run_1/metal_stack.png
Drawn at 2 px/µm.
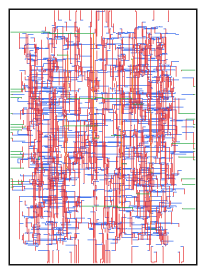
run_1/clock_map.png
Drawn at 3 px/µm.
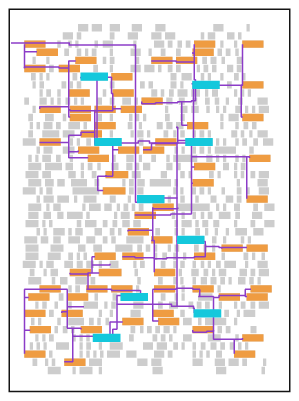
run_1/registers.png
Drawn at 2 px/µm. Other sequential cells in the stronger grey, the rest of the logic in the fainter grey.
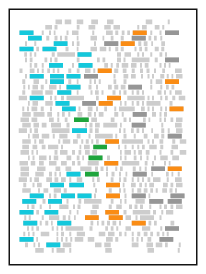
run_1/final_congestion.png
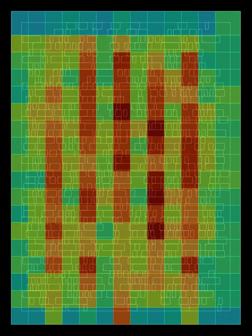
<file path="src/rtl/rv_instr_stim_gen.sv">
// rtl/rv_instr_stim_gen.sv - LFSR-driven RV32I ALU/LUI/AUIPC instruction stimulus generator
module rv_instr_stim_gen #(
  parameter logic [31:0] SEED     = 32'h0001_17E4,
  parameter int          REG_BITS = 5,
  parameter int          CNT_W    = 16
) (
  input  logic             clk,
  input  logic             reset,
  input  logic             start,
  input  logic [3:0]       mode_en,
  input  logic [CNT_W-1:0] num_instr,
  input  logic             instr_ready,
  output logic             instr_valid,
  output logic [31:0]      instr,
  output logic             done,
  output logic [CNT_W-1:0] issued_count
);

  localparam logic [31:0] TAPS     = 32'h8020_0003;
  localparam logic [31:0] NOP      = 32'h0000_0013;
  localparam logic [4:0]  REG_MASK = 5'((32'd1 << REG_BITS) - 32'd1);

  typedef enum logic [1:0] {S_IDLE, S_RUN, S_DONE} state_t;

  state_t             state_q, state_d;
  logic [31:0]        lfsr_q, lfsr_step;
  logic [3:0]         mode_q;
  logic [CNT_W-1:0]   num_q, cnt_q, cnt_inc;
  logic               start_acc, hs;

  assign start_acc = start && (state_q != S_RUN);
  assign hs        = (state_q == S_RUN) && instr_ready;
  assign cnt_inc   = cnt_q + 1'b1;
  // Right-shifting Galois form: feedback bit L[0] folds into the tap mask.
  assign lfsr_step = {1'b0, lfsr_q[31:1]} ^ (lfsr_q[0] ? TAPS : 32'h0);

  always_comb begin
    state_d = state_q;
    case (state_q)
      S_IDLE, S_DONE: if (start) state_d = S_RUN;
      S_RUN:          if (hs && (num_q != '0) && (cnt_inc == num_q)) state_d = S_DONE;
      default:        state_d = S_IDLE;
    endcase
  end

  always_ff @(posedge clk) begin
    if (reset) begin
      state_q <= S_IDLE;
      lfsr_q  <= SEED;
      mode_q  <= '0;
      num_q   <= '0;
      cnt_q   <= '0;
    end else begin
      state_q <= state_d;
      if (start_acc) begin
        lfsr_q <= lfsr_step;
        mode_q <= mode_en;
        num_q  <= num_instr;
        cnt_q  <= '0;
      end else if (hs) begin
        lfsr_q <= lfsr_step;
        cnt_q  <= cnt_inc;
      end
    end
  end

  logic [1:0]  cls, eff_cls;
  logic [2:0]  funct3;
  logic [4:0]  rd, rs1, rs2;
  logic [11:0] imm12;
  logic [6:0]  funct7;
  logic [31:0] gen_word;

  always_comb begin
    cls    = lfsr_q[1:0];
    funct3 = lfsr_q[4:2];
    rd     = lfsr_q[9:5]   & REG_MASK;
    rs1    = lfsr_q[14:10] & REG_MASK;
    rs2    = lfsr_q[19:15] & REG_MASK;
    imm12  = lfsr_q[31:20];
    if (funct3 == 3'd1)      imm12[11:5] = 7'h00;
    else if (funct3 == 3'd5) imm12[11:5] = {1'b0, lfsr_q[30], 5'b0};
    funct7 = ((funct3 == 3'd0) || (funct3 == 3'd5)) ? {1'b0, lfsr_q[30], 5'b0} : 7'h00;

    // Disabled classes fall back to the lowest-index enabled class.
    if (mode_q[cls])     eff_cls = cls;
    else if (mode_q[0])  eff_cls = 2'd0;
    else if (mode_q[1])  eff_cls = 2'd1;
    else if (mode_q[2])  eff_cls = 2'd2;
    else                 eff_cls = 2'd3;

    case (eff_cls)
      2'd0:    gen_word = {imm12, rs1, funct3, rd, 7'h13};
      2'd1:    gen_word = {funct7, rs2, rs1, funct3, rd, 7'h33};
      2'd2:    gen_word = {lfsr_q[31:12], rd, 7'h37};
      default: gen_word = {lfsr_q[31:12], rd, 7'h17};
    endcase
    if (mode_q == 4'b0000) gen_word = NOP;
  end

  assign instr_valid  = (state_q == S_RUN);
  assign done         = (state_q == S_DONE);
  assign instr        = instr_valid ? gen_word : NOP;
  assign issued_count = cnt_q;

endmodule

</file>
<file path="config.mk">
export PLATFORM = sky130hd
export DESIGN_NAME = rv_instr_stim_gen
export DESIGN_NICKNAME = d
export VERILOG_FILES = /design/src/rtl/rv_instr_stim_gen.sv
export SDC_FILE = /design/constraint.sdc
export NUM_CORES = 1
export LEC_CHECK = 0
export ABC_AREA = 1
export CELL_PAD_IN_SITES_DETAIL_PLACEMENT = 1
export CELL_PAD_IN_SITES_GLOBAL_PLACEMENT = 1
export CORE_ASPECT_RATIO = 1.4
export CORE_MARGIN = 4
export CORE_UTILIZATION = 37
export DETAILED_ROUTE_END_ITERATION = 6
export PLACE_DENSITY_LB_ADDON = 0.1
export SKIP_CTS_REPAIR_TIMING = 1
export SLEW_MARGIN = 20
export SYNTH_ARGS = -nofsm -noshare
export SYNTH_HDL_FRONTEND = slang
export SYNTH_SLANG_ARGS = --single-unit
</file>
<file path="constraint.sdc">
create_clock -name clk -period 3.1 [get_ports clk]
set_input_delay 0.775 -clock clk [delete_from_list [all_inputs] [get_ports clk]]
set_output_delay 0.775 -clock clk [all_outputs]
set_load 0.005 [all_outputs]
</file>
==> out/qor.yml, run 1 <==
largest_reg_flops: 32
ff_count: 70
comb_power_uw: 591
edf_count: 0
synthCells: 547
antenna_cells: 0
power_frac_comb_pct: 21.9
dp_hpwl_um: 8821
area_leaders: "dfxtp_1 (37%), nor2_1 (9.5%), o21ai_0 (8.4%)"
buffers: 92
ant_nets: 0
die-area_um2: 11800
crit_path_max_fanout: 6
drv_cap: 0
switching_share_pct: 29.40
powerDensity_nw_per_um2: 523.6
initial_core_util_pct: 37.78
num_rows: 43
logic_gate_count: 392
period_needed_ns: 3.046
post-route-drc-count: 0
grt_pass1_vias: 4082
power_clock_uw: 1060
root_buffer: "clkbuf_16"
die_h_um: 127.0
insertion_delay_ns: 0.33
layout-drive-gt1-share_pct: 16.69
globalplace.congestion: 0.8618
tool_warnings: 30
end_kind: "primary output"
rsz0062_at_grt: "true"
die_x_um: 92.97
grt_max_degree: 41
coreArea_um2: 9899
via_per_inst: 5.018
yosys_most_used_dff: "dfxtp_1"
ios: 74
hold_path_class: "reg -> reg"
r2r_setup_slack_ns: 1.12
fmax_mhz: 328.3
finalSetupViolCount: 0
cts_htree_levels: 3
nNetsFinal: 659
top_cell: "nor2_1"
yosys_warnings: 0
start_kind: "flip-flop"
common_cells: "nor2_1 (95), nand2_1 (78), dfxtp_1 (70)"
ys_seq_elements: 70
crit_required_ns: 2.32
relSlewSlack_pct: 49.58
clkbuf_count: 11
final-clk-cell-share_pct: 5.985
top_area_cell: "dfxtp_1"
place.port_buffers: 68
ir_worst_vdd_mv: 0.3158
cts_made_buffers: 9
synth_area_um2: 3740
period_used_pct: 98.26
setup_slack_ns: 0.05381
synth_area_per_cell_um2: 6.837
regMostFlops: "lfsr_q"
nFillCells: 1266
worst_slew_pin_slew_ns: 0.7554
synth_top_area_share_pct: 37.47
switchingPower_uw: 794.8
clk_pin_slew_ns: 0.06
comb-cell-share_pct: 40.93
p_leak_uw: 0.002531
yosys_area_um2: 3740
route.met3.wl_um: 295
ys_types: 36
postSynth.asyncResetShare_pct: 0
hold-worst-slack_ns: 0.4814
top_power_group: "clock"
place_ws_ns: -0.1773
place_inst: 745
area_delta_synth_final_pct: 38.07
taps: 135
instances_no_fill: 770
arrival_ns: 2.27
pwr-share-clk_pct: 39.4
synth_seq_share_pct: 37.47
status: "finished, final reports clean"
wl_met1_um: 4683
wl_met2_um: 6842
drv_slew: 0
bufAreaShareNonClock_pct: 17.76
pwr-share-seq_pct: 38.8
highest_layer: "met4"
final-comb-area_um2: 2113
biggestCellCategory: "multi-input combinational cells"
internal_power_uw: 1909
grt_antenna_before_repair: 0
firstDrtPassIters: 4
cts_sinks: 70
skew_ns: 0.005185
n_all_inverters: 65
grt-ovfl-total: 0
crit_type: "reg -> out"
ys_cells: 547
grtUsageMet2_pct: 39.67
hold_viol_final: 0
grt_pass1_wl_um: 19580
cts.path.max_buffers: 2
drt_iter0_drc: 132
cts_tree: "done"
## Picture notes: metal_stack.png
- red: met2 (wire length 6840 µm)
- orange: met4 (wire length 222 µm)
- blue: met1 (wire length 4680 µm)
- green: met3 (wire length 295 µm)
final wirelength: 12040 µm
gr usage total: 20.74%
Routed WL per cell: 15.64 µm
Via Count: 3864

## Picture notes: clock_map.png
- orange: flip-flops (count 70)
- purple: clock wires (length 1010 µm)
- cyan: cells driving clock nets (count 9)
- flops lie: all over the die
- routed clock nets: 10

## Picture notes: registers.png
- orange: `num_q` (placed flops 16)
- cyan: `lfsr_q` (placed flops 32)
- green: `mode_q` (placed flops 4; where centre)
- not coloured: 18
sequential power: 1050 µW
Reg area: 1405 µm²
fraction of area in registers: 27.21%
final core utilization: 52.16%

## Picture notes: final_congestion.png
met1 Usage GRT: 22.55%
met3 usage: 3.203%
grt peak-use layer: met2

[run 1: per-stage QoR]
step | power, µW | cell area [µm²] | setup TNS, ns
2_1_floorplan | 1340 | 3751 | 0
3_3_place_gp | 1536 | 4616 | 0
3_5_place_dp | 1554 | 4616 | -2.473
4_1_cts | 2629 | 4925 | -10.56
5_1_grt | 2848 | 5164 | -0.3019
6_report | 2703 | 5164 | 0
[run 1: final timing paths]
kind / start / to / cells after the start
setup / recovery: mode_q[3] / instr[16] / 13
hold / removal: num_q[0] / num_q[0] / 2
setup reg to reg: issued_count[0] / state_q[0] / 13
hold reg to reg: num_q[0] / num_q[0] / 2
[run 1: critical path, stage by stage (launching register included)]
cell and delay [ns]:
dfxtp_2 0.32, inv_2 0.05, a21oi_4 0.16, a21oi_2 0.05, or2_4 0.24, o21ai_4 0.07
buf_6 0.13, ha_4 0.18, clkinvlp_4 0.14, buf_6 0.14, buf_6 0.11, a32oi_1 0.17
nor2_1 0.05, buf_2 0.13
[run 1: placed cells by master, fill, tap and decap left out, types with 4 or more instances in the layout]
cell type and count:
o21ai_0 61, xor2_1 4, nor2_1 91, nor2_2 9, dlymetal6s2s_1 18, nand4_1 9
nor2_4 5, conb_1 5, nand2_1 74, dfxtp_1 67, nand2_2 11, clkdlybuf4s50_1 46
buf_4 18, buf_6 5, a21oi_1 38, nand3_1 33, a22oi_1 4, inv_2 9
inv_1 54, a32oi_1 6, clkbuf_16 9
[run 1: cell families (layout without fill, tap and decap cells)]
logic type                 Yosys count  after routing  synth area share [%]
buffers and inverters               88            173                 9.468
xor gates and xnor gates             8              8                 2.242
and+or+nand+nor                    249            249                 30.41
adders and majority gates            5              5                 1.673
other                                2              5                0.2008
DFF                                 70             70                 37.47
AOI/OAI and AO/OA                  125            125                 18.53
run_1/met3.png
Drawn at 2 px/µm.
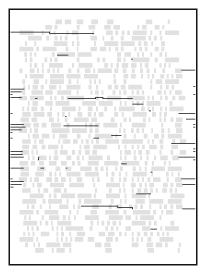

==> inputs of run 2 (changes only) <==
--- a/config.mk
+++ b/config.mk
@@ -9,9 +9,10 @@
 export CELL_PAD_IN_SITES_DETAIL_PLACEMENT = 1
 export CELL_PAD_IN_SITES_GLOBAL_PLACEMENT = 1
 export CORE_ASPECT_RATIO = 1.4
-export CORE_MARGIN = 4
-export CORE_UTILIZATION = 37
+export CORE_UTILIZATION = 38
+export CTS_BUF_LIST = sky130_fd_sc_hd__clkbuf_4 sky130_fd_sc_hd__clkbuf_8
 export DETAILED_ROUTE_END_ITERATION = 6
+export HOLD_SLACK_MARGIN = 0.03
 export PLACE_DENSITY_LB_ADDON = 0.1
 export SKIP_CTS_REPAIR_TIMING = 1
 export SLEW_MARGIN = 20
run_2/met3.png
Drawn at 2 px/µm.
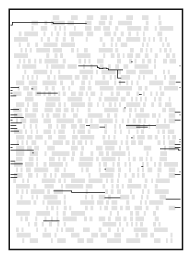
- wire length on this layer: 255 µm
- main direction: horizontal
- longest straight run: 20.5 µm

==> out/qor.yml, run 2 <==
ys_types: 36  # unchanged
hold_viol_final: 0  # unchanged
worstHoldStart: "lfsr_q[8]"
ir_worst_vdd_mv: 0.2676  # -15%
pwr-share-seq_pct: 45.9  # +7.1 points
synthMuxAreaShare_pct: 0  # unchanged
top_logic_kind: "simple AND/OR/NAND/NOR gates"
drt_iter0_drc: 126  # -4.5%
grt_max_degree: 39  # -4.9%
synthAoiAreaFrac_pct: 18.53  # unchanged
ios: 74  # unchanged
period_needed_ns: 3.137  # +0.09124 ns
grt_antenna_before_repair: 0  # unchanged
root_buffer: "clkbuf_8"
period_used_pct: 101.2  # +2.9 points
ys_seq_elements: 70  # unchanged
worstSetupStartpoint: "mode_q[3]"
worstReg2RegStart: "issued_count[0]"
synth_area_um2: 3740  # unchanged
setup_slack_ns: -0.03743  # -0.09124 ns
crit_type: "reg -> out"
violations: "negative setup slack"
largest_reg_flops: 32  # unchanged
yosys_most_used_dff: "dfxtp_1"
gr-usage-all-layers_pct: 22.53  # +1.8 points
nFillCells: 1239  # -2.1%
p_leak_uw: 0.002468  # -2.5%
crit_buf_inv: 8  # +2
edf_count: 0  # unchanged
synth_area_per_cell_um2: 6.837  # unchanged
cp_top_family: "buffers and inverters"
internal_power_uw: 1542  # -19%
via_per_inst: 5.094  # +1.5%
worst_slew_pin_slew_ns: 0.7300  # -0.02543 ns
crit_path_max_incr_delay_ns: 0.32  # about the same
hold-worst-slack_ns: 0.4866  # +0.005209 ns
drt_wl_total_um: 11450  # -4.9%
synth_seq_share_pct: 37.47  # unchanged
firstDrtPassIters: 4  # unchanged
common_cells: "nor2_1 (95), nand2_1 (78), dfxtp_1 (70)"
crit_required_ns: 2.32  # about the same
die_h_um: 119.4  # -6.0%
status: "finished, violations left"
crit_path_max_fanout: 4  # -2
area_leaders: "dfxtp_1 (37%), nor2_1 (9.5%), o21ai_0 (8.4%)"
yosys_area_um2: 3740  # unchanged
regMostFlops: "lfsr_q"
xor_share_pct: 2.242  # unchanged
crit_top_cell: "buf_4"
grt-ovfl-total: 0  # unchanged
finalSetupViolCount: 3  # +3
power_frac_comb_pct: 24.9  # +3.0 points
powerDensity_nw_per_um2: 455.4  # -13%
layout.cells.most_common_list: "nor2_1 (92), nand2_1 (74), dfxtp_1 (68)"
drv_slew: 0  # unchanged
cts_sinks: 70  # unchanged
start_kind: "flip-flop"
die-area_um2: 10250  # -13%
grt_pass1_vias: 3840  # -5.9%
simple_gate_share_pct: 30.41  # unchanged
antenna_cells: 0  # unchanged
crit_chain: "inv_1 > a21oi_2 > o21ai_1 > inv_2 > o21ai_2 > buf_6 > buf_4 > ha_4 > inv_4 > nor2_2 > buf_4 > buf_4 > a22oi_1 > nor2_1 > dlymetal6s2s_1"
wl_per_cell_um: 15.01  # -4.1%
postSynth.asyncResetShare_pct: 0  # unchanged
dr_total_vias: 3887  # +0.60%
fa_ha_area_share_pct: 1.673  # unchanged
final-comb-area_um2: 2116  # +0.12%
yosys_warnings: 0  # unchanged
arrival_ns: 2.36  # +0.09 ns
run_2/clock_map.png
Drawn at 3 px/µm.
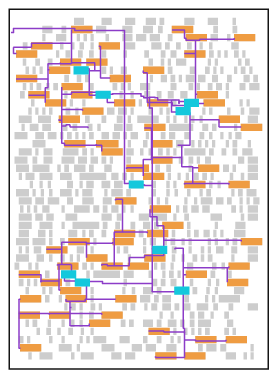
- orange: flip-flops (count 70)
- cyan: cells driving clock nets (count 9)
- purple: clock wires (length 983 µm)
- flops lie: all over the die
Clock Power Share: 29.2%
Latency at later pin: 0.35 ns
P_clk: 664 µW
Final Skew: 0.008432 ns

run 2: cell counts after synthesis:
No cell type changed its count.
run 2: area by class of cell:
cell class                 count  share of cell area, %
clock inverter                 5                 0.5011
clock buffer                  11                  2.907
sequential                    70                  28.11
inverter                      65                  4.936
timing repair buffer          88                  17.87
multi-input combinational    392                  42.37
tap                          132                  3.307
run 2: power groups by stage:
stage | Clock, µW | Combinational, µW | Sequential [µW]
global placement | 0 | 477 | 1060
detailed placement | 0 | 495 | 1060
CTS | 682 | 498 | 1040
finish | 664 | 567 | 1040
floorplan | 0 | 302 | 1040
global route | 722 | 627 | 1050
run 2: kinds of logic after synthesis:
group | Yosys count
buffers and inverters | 88
adders and majority gates | 5
DFF | 70
other | 2
and+or+nand+nor | 249
AOI/OAI and AO/OA | 125
xor gates and xnor gates | 8
run 2: layer usage:
layer	global-route usage (%)	vias to the layer above	part of all wire, %
li1	-	1934	-
met1	23.66	1878	39
met2	43.60	60	56
met3	3.742	15	2.2
met4	8.542	0	2.1
met5	0	-	0
run 2: path summary, 6_finish.rpt:
kind / end / slack, ns / cells after the start
setup / recovery: instr[23] / -0.04 / 15
hold / removal: lfsr_q[7] / 0.49 / 2
setup reg to reg: state_q[0] / 1.11 / 14
hold reg to reg: lfsr_q[7] / 0.49 / 2
run 2: per-stage QoR:
step                      cell area [µm²]  total power [µW]  std cells
after global placement               4627              1535        744
after floorplan                      3751              1340        550
final                                4994              2274        763
after global routing                 4994              2400        763
after detailed placement             4627              1555        744
after CTS                            4797              2220        760
run 2: worst min-delay path, stage by stage, from the launching register on:
cell	delay [ns]
dfxtp_1	0.33
a21oi_1	0.06
o21ai_0	0.06
run_2/metal_stack.png
Drawn at 2 px/µm.
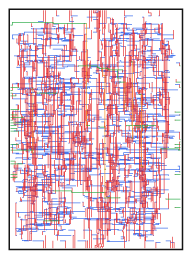

==> inputs of run 3 (changes only) <==
--- a/config.mk
+++ b/config.mk
@@ -12,7 +12,6 @@
 export CORE_UTILIZATION = 38
 export CTS_BUF_LIST = sky130_fd_sc_hd__clkbuf_4 sky130_fd_sc_hd__clkbuf_8
 export DETAILED_ROUTE_END_ITERATION = 6
-export HOLD_SLACK_MARGIN = 0.03
 export PLACE_DENSITY_LB_ADDON = 0.1
 export SKIP_CTS_REPAIR_TIMING = 1
 export SLEW_MARGIN = 20
==> constraint.sdc (replaced) <==
create_clock -name clk -period 3 [get_ports clk]
set_input_delay 0.75 -clock clk [delete_from_list [all_inputs] [get_ports clk]]
set_output_delay 0.75 -clock clk [all_outputs]
set_load 0.005 [all_outputs]
run_3/metal_stack.png
Drawn at 2 px/µm.
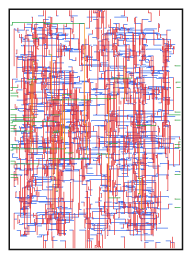
- red: met2 (wire length 6670 µm)
- green: met3 (wire length 334 µm)
- orange: met4 (wire length 382 µm)
- blue: met1 (wire length 4440 µm)
gr usage total: 22.46%
Routed WL per cell: 15.38 µm
final wirelength: 11830 µm

==> out/qor.yml, run 3 <==
crit_path_max_fanout: 4  # unchanged
cts_tree: "done"
drv_slew: 0  # unchanged
rr_endpoint: "state_q[0]"
edf_count: 0  # unchanged
place_ws_ns: -0.1458
worst_slew_pin_slew_ns: 0.7649  # +0.03485 ns
synth_seq_share_pct: 37.47  # unchanged
top_logic_kind: "simple AND/OR/NAND/NOR gates"
area_leaders: "dfxtp_1 (37%), nor2_1 (9.5%), o21ai_0 (8.4%)"
cts_sinks: 70  # unchanged
hold_path_class: "reg -> reg"
hold_viol_final: 0  # unchanged
dp_hpwl_um: 8459
skew_ns: 0.009175  # +0.0007429 ns
firstDrtPassIters: 4  # unchanged
ant_nets: 0
grt-ovfl-total: 0  # unchanged
synth_area_per_cell_um2: 6.837  # unchanged
common_cells: "nor2_1 (95), nand2_1 (78), dfxtp_1 (70)"
globalplace.congestion: 0.8462
route.met3.wl_um: 334  # +31%
grtUsageMet2_pct: 44.65  # +1.1 points
cts_made_buffers: 9
area_delta_synth_final_pct: 37.70
period_used_pct: 103.8
yosys_most_used_dff: "dfxtp_1"
reg2regPathDepth: 14  # unchanged
antenna_cells: 0  # unchanged
violations: "negative setup slack"
end_kind: "primary output"
nNetsFinal: 661
postSynth.asyncResetShare_pct: 0  # unchanged
final-comb-area_um2: 2170  # +2.5%
start_kind: "flip-flop"
fa_ha_area_share_pct: 1.673  # unchanged
die_x_um: 85.85
top_cell: "nor2_1"
synth_area_um2: 3740  # unchanged
hold_path_depth: 2  # unchanged
internal_power_uw: 1877  # +22%
fmax_mhz: 321.3
switchingPower_uw: 808.5
initial_core_util_pct: 39.32
via_per_inst: 5.130  # +0.70%
arrival_ns: 2.36  # about the same
ys_cells: 547
yosys_warnings: 0  # unchanged
relSlewSlack_pct: 48.95
root_buffer: "clkbuf_8"
power_frac_comb_pct: 24.3  # -0.6 points
cts_htree_levels: 3
worstSetupStartpoint: "lfsr_q[0]"
insertion_delay_ns: 0.36  # about the same
period_needed_ns: 3.113
ios: 74  # unchanged
tool_warnings: 30
die_h_um: 119.4  # unchanged
p_leak_uw: 0.002460  # -0.33%
synthMuxAreaShare_pct: 0  # unchanged
endpoint: "instr[13]"
grt_pass1_vias: 3881  # +1.1%
wl_met2_um: 6673  # +3.5%
place.port_buffers: 68
top_area_cell: "dfxtp_1"
ys_types: 36  # unchanged
ir_worst_vdd_mv: 0.3581  # +34%
rsz0062_at_grt: "true"
largest_reg_flops: 32  # unchanged
simple_gate_share_pct: 30.41  # unchanged
pwr-share-seq_pct: 40.3  # -5.6 points
die-area_um2: 10250  # unchanged
clk_pin_slew_ns: 0.08
powerDensity_nw_per_um2: 521.4  # +14%
regMostFlops: "lfsr_q"
ys_seq_elements: 70  # unchanged
instances_no_fill: 769  # +0.79%
worstHoldStart: "num_q[0]"
synth_top_area_share_pct: 37.47
use_met3_pct: 3.812  # +0.069 points
crit_type: "reg -> out"
place_inst: 744  # unchanged
finalSetupViolCount: 10  # +7
grt_max_degree: 41  # +5.1%
dr_total_vias: 3945  # +1.5%
grt-busiest-layer: "met2"
switching_share_pct: 30.11
worstReg2RegStart: "issued_count[0]"
synthCells: 547
nFillCells: 1201  # -3.1%
pwr-share-clk_pct: 35.5  # +6.3 points
highest_layer: "met4"
lay_top_count: "nor2_1"
crit_required_ns: 2.25  # -0.07 ns
num_rows: 42
r2r_setup_slack_ns: 1.01  # -0.10 ns
wl_met1_um: 4437  # -1.6%
hold_end: "num_q[0]"
yosys_area_um2: 3740  # unchanged
coreArea_um2: 9512
synthAoiAreaFrac_pct: 18.53  # unchanged
status: "finished, violations left"
layout-drive-gt1-share_pct: 18.37
grt_antenna_before_repair: 0  # unchanged
cts.path.max_buffers: 2
xor_share_pct: 2.242  # unchanged
layout.cells.most_common_list: "nor2_1 (92), nand2_1 (74), dfxtp_1 (69)"
setup_slack_ns: -0.1125  # -0.07510 ns
post-route-drc-count: 0
grt_pass1_wl_um: 17960
met1_usage_pct: 22.51  # -1.1 points
drv_cap: 0
drt_iter0_drc: 95  # -25%
run_3/registers.png
Drawn at 2 px/µm. Other sequential cells in the stronger grey, the rest of the logic in the fainter grey.
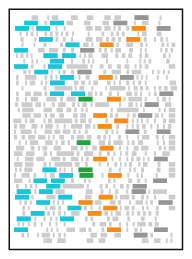
sequential power: 1080 µW
fraction of area in registers: 27.24%
Reg area: 1403 µm²
final core utilization: 54.14%

-- run 3: cell counts after synthesis --
Identical to the previous run, type by type.
-- run 3: stage by stage --
stage               TNS (ns)  hold slack, ns  total power (µW)  area [µm²]
global placement     -0.7972          0.4547              1587        4627
finish               -0.5686          0.4833              2685        5150
floorplan                  0          0.4426              1384        3751
global route          -1.826          0.5149              2812        5150
CTS                   -10.38          0.4868              2563        4873
detailed placement    -1.699          0.4682              1607        4627
-- run 3: power by group through the flow --
stage / Sequential [µW] / Clock, µW / Combinational, µW
6_report: 1080 / 952 / 652
2_1_floorplan: 1070 / 0 / 312
5_1_grt: 1090 / 1000 / 717
3_3_place_gp: 1090 / 0 / 495
3_5_place_dp: 1090 / 0 / 513
4_1_cts: 1070 / 973 / 517
-- run 3: cell type report --
| cell class | instances | share of cell area, % |
|---|---|---|
| multi-input combinational | 392 | 42.13 |
| sequential | 70 | 27.24 |
| timing repair buffer | 94 | 17.74 |
| inverter | 65 | 4.908 |
| tap | 132 | 3.207 |
| clock buffer | 10 | 2.672 |
| clock inverter | 6 | 2.114 |
-- run 3: critical path, cell delays in order, from the launching register on --
cell	delay, ns
dfxtp_1	0.33
buf_4	0.14
o21ai_1	0.17
inv_2	0.10
o21ai_4	0.16
buf_6	0.13
ha_4	0.14
buf_6	0.11
clkinvlp_4	0.11
buf_6	0.14
buf_6	0.11
a32oi_1	0.17
nor2_1	0.07
buf_2	0.13
-- run 3: cells by family (layout without fill, tap and decap cells) --
| kind of cell | count (synthesis) | count (layout) |
|---|---|---|
| DFF | 70 | 70 |
| xor gates and xnor gates | 8 | 8 |
| AOI/OAI and AO/OA | 125 | 125 |
| other | 2 | 5 |
| buffers and inverters | 88 | 175 |
| and+or+nand+nor | 249 | 249 |
| adders and majority gates | 5 | 5 |
No activity file was given, so power comes from the tool's default toggle rates.
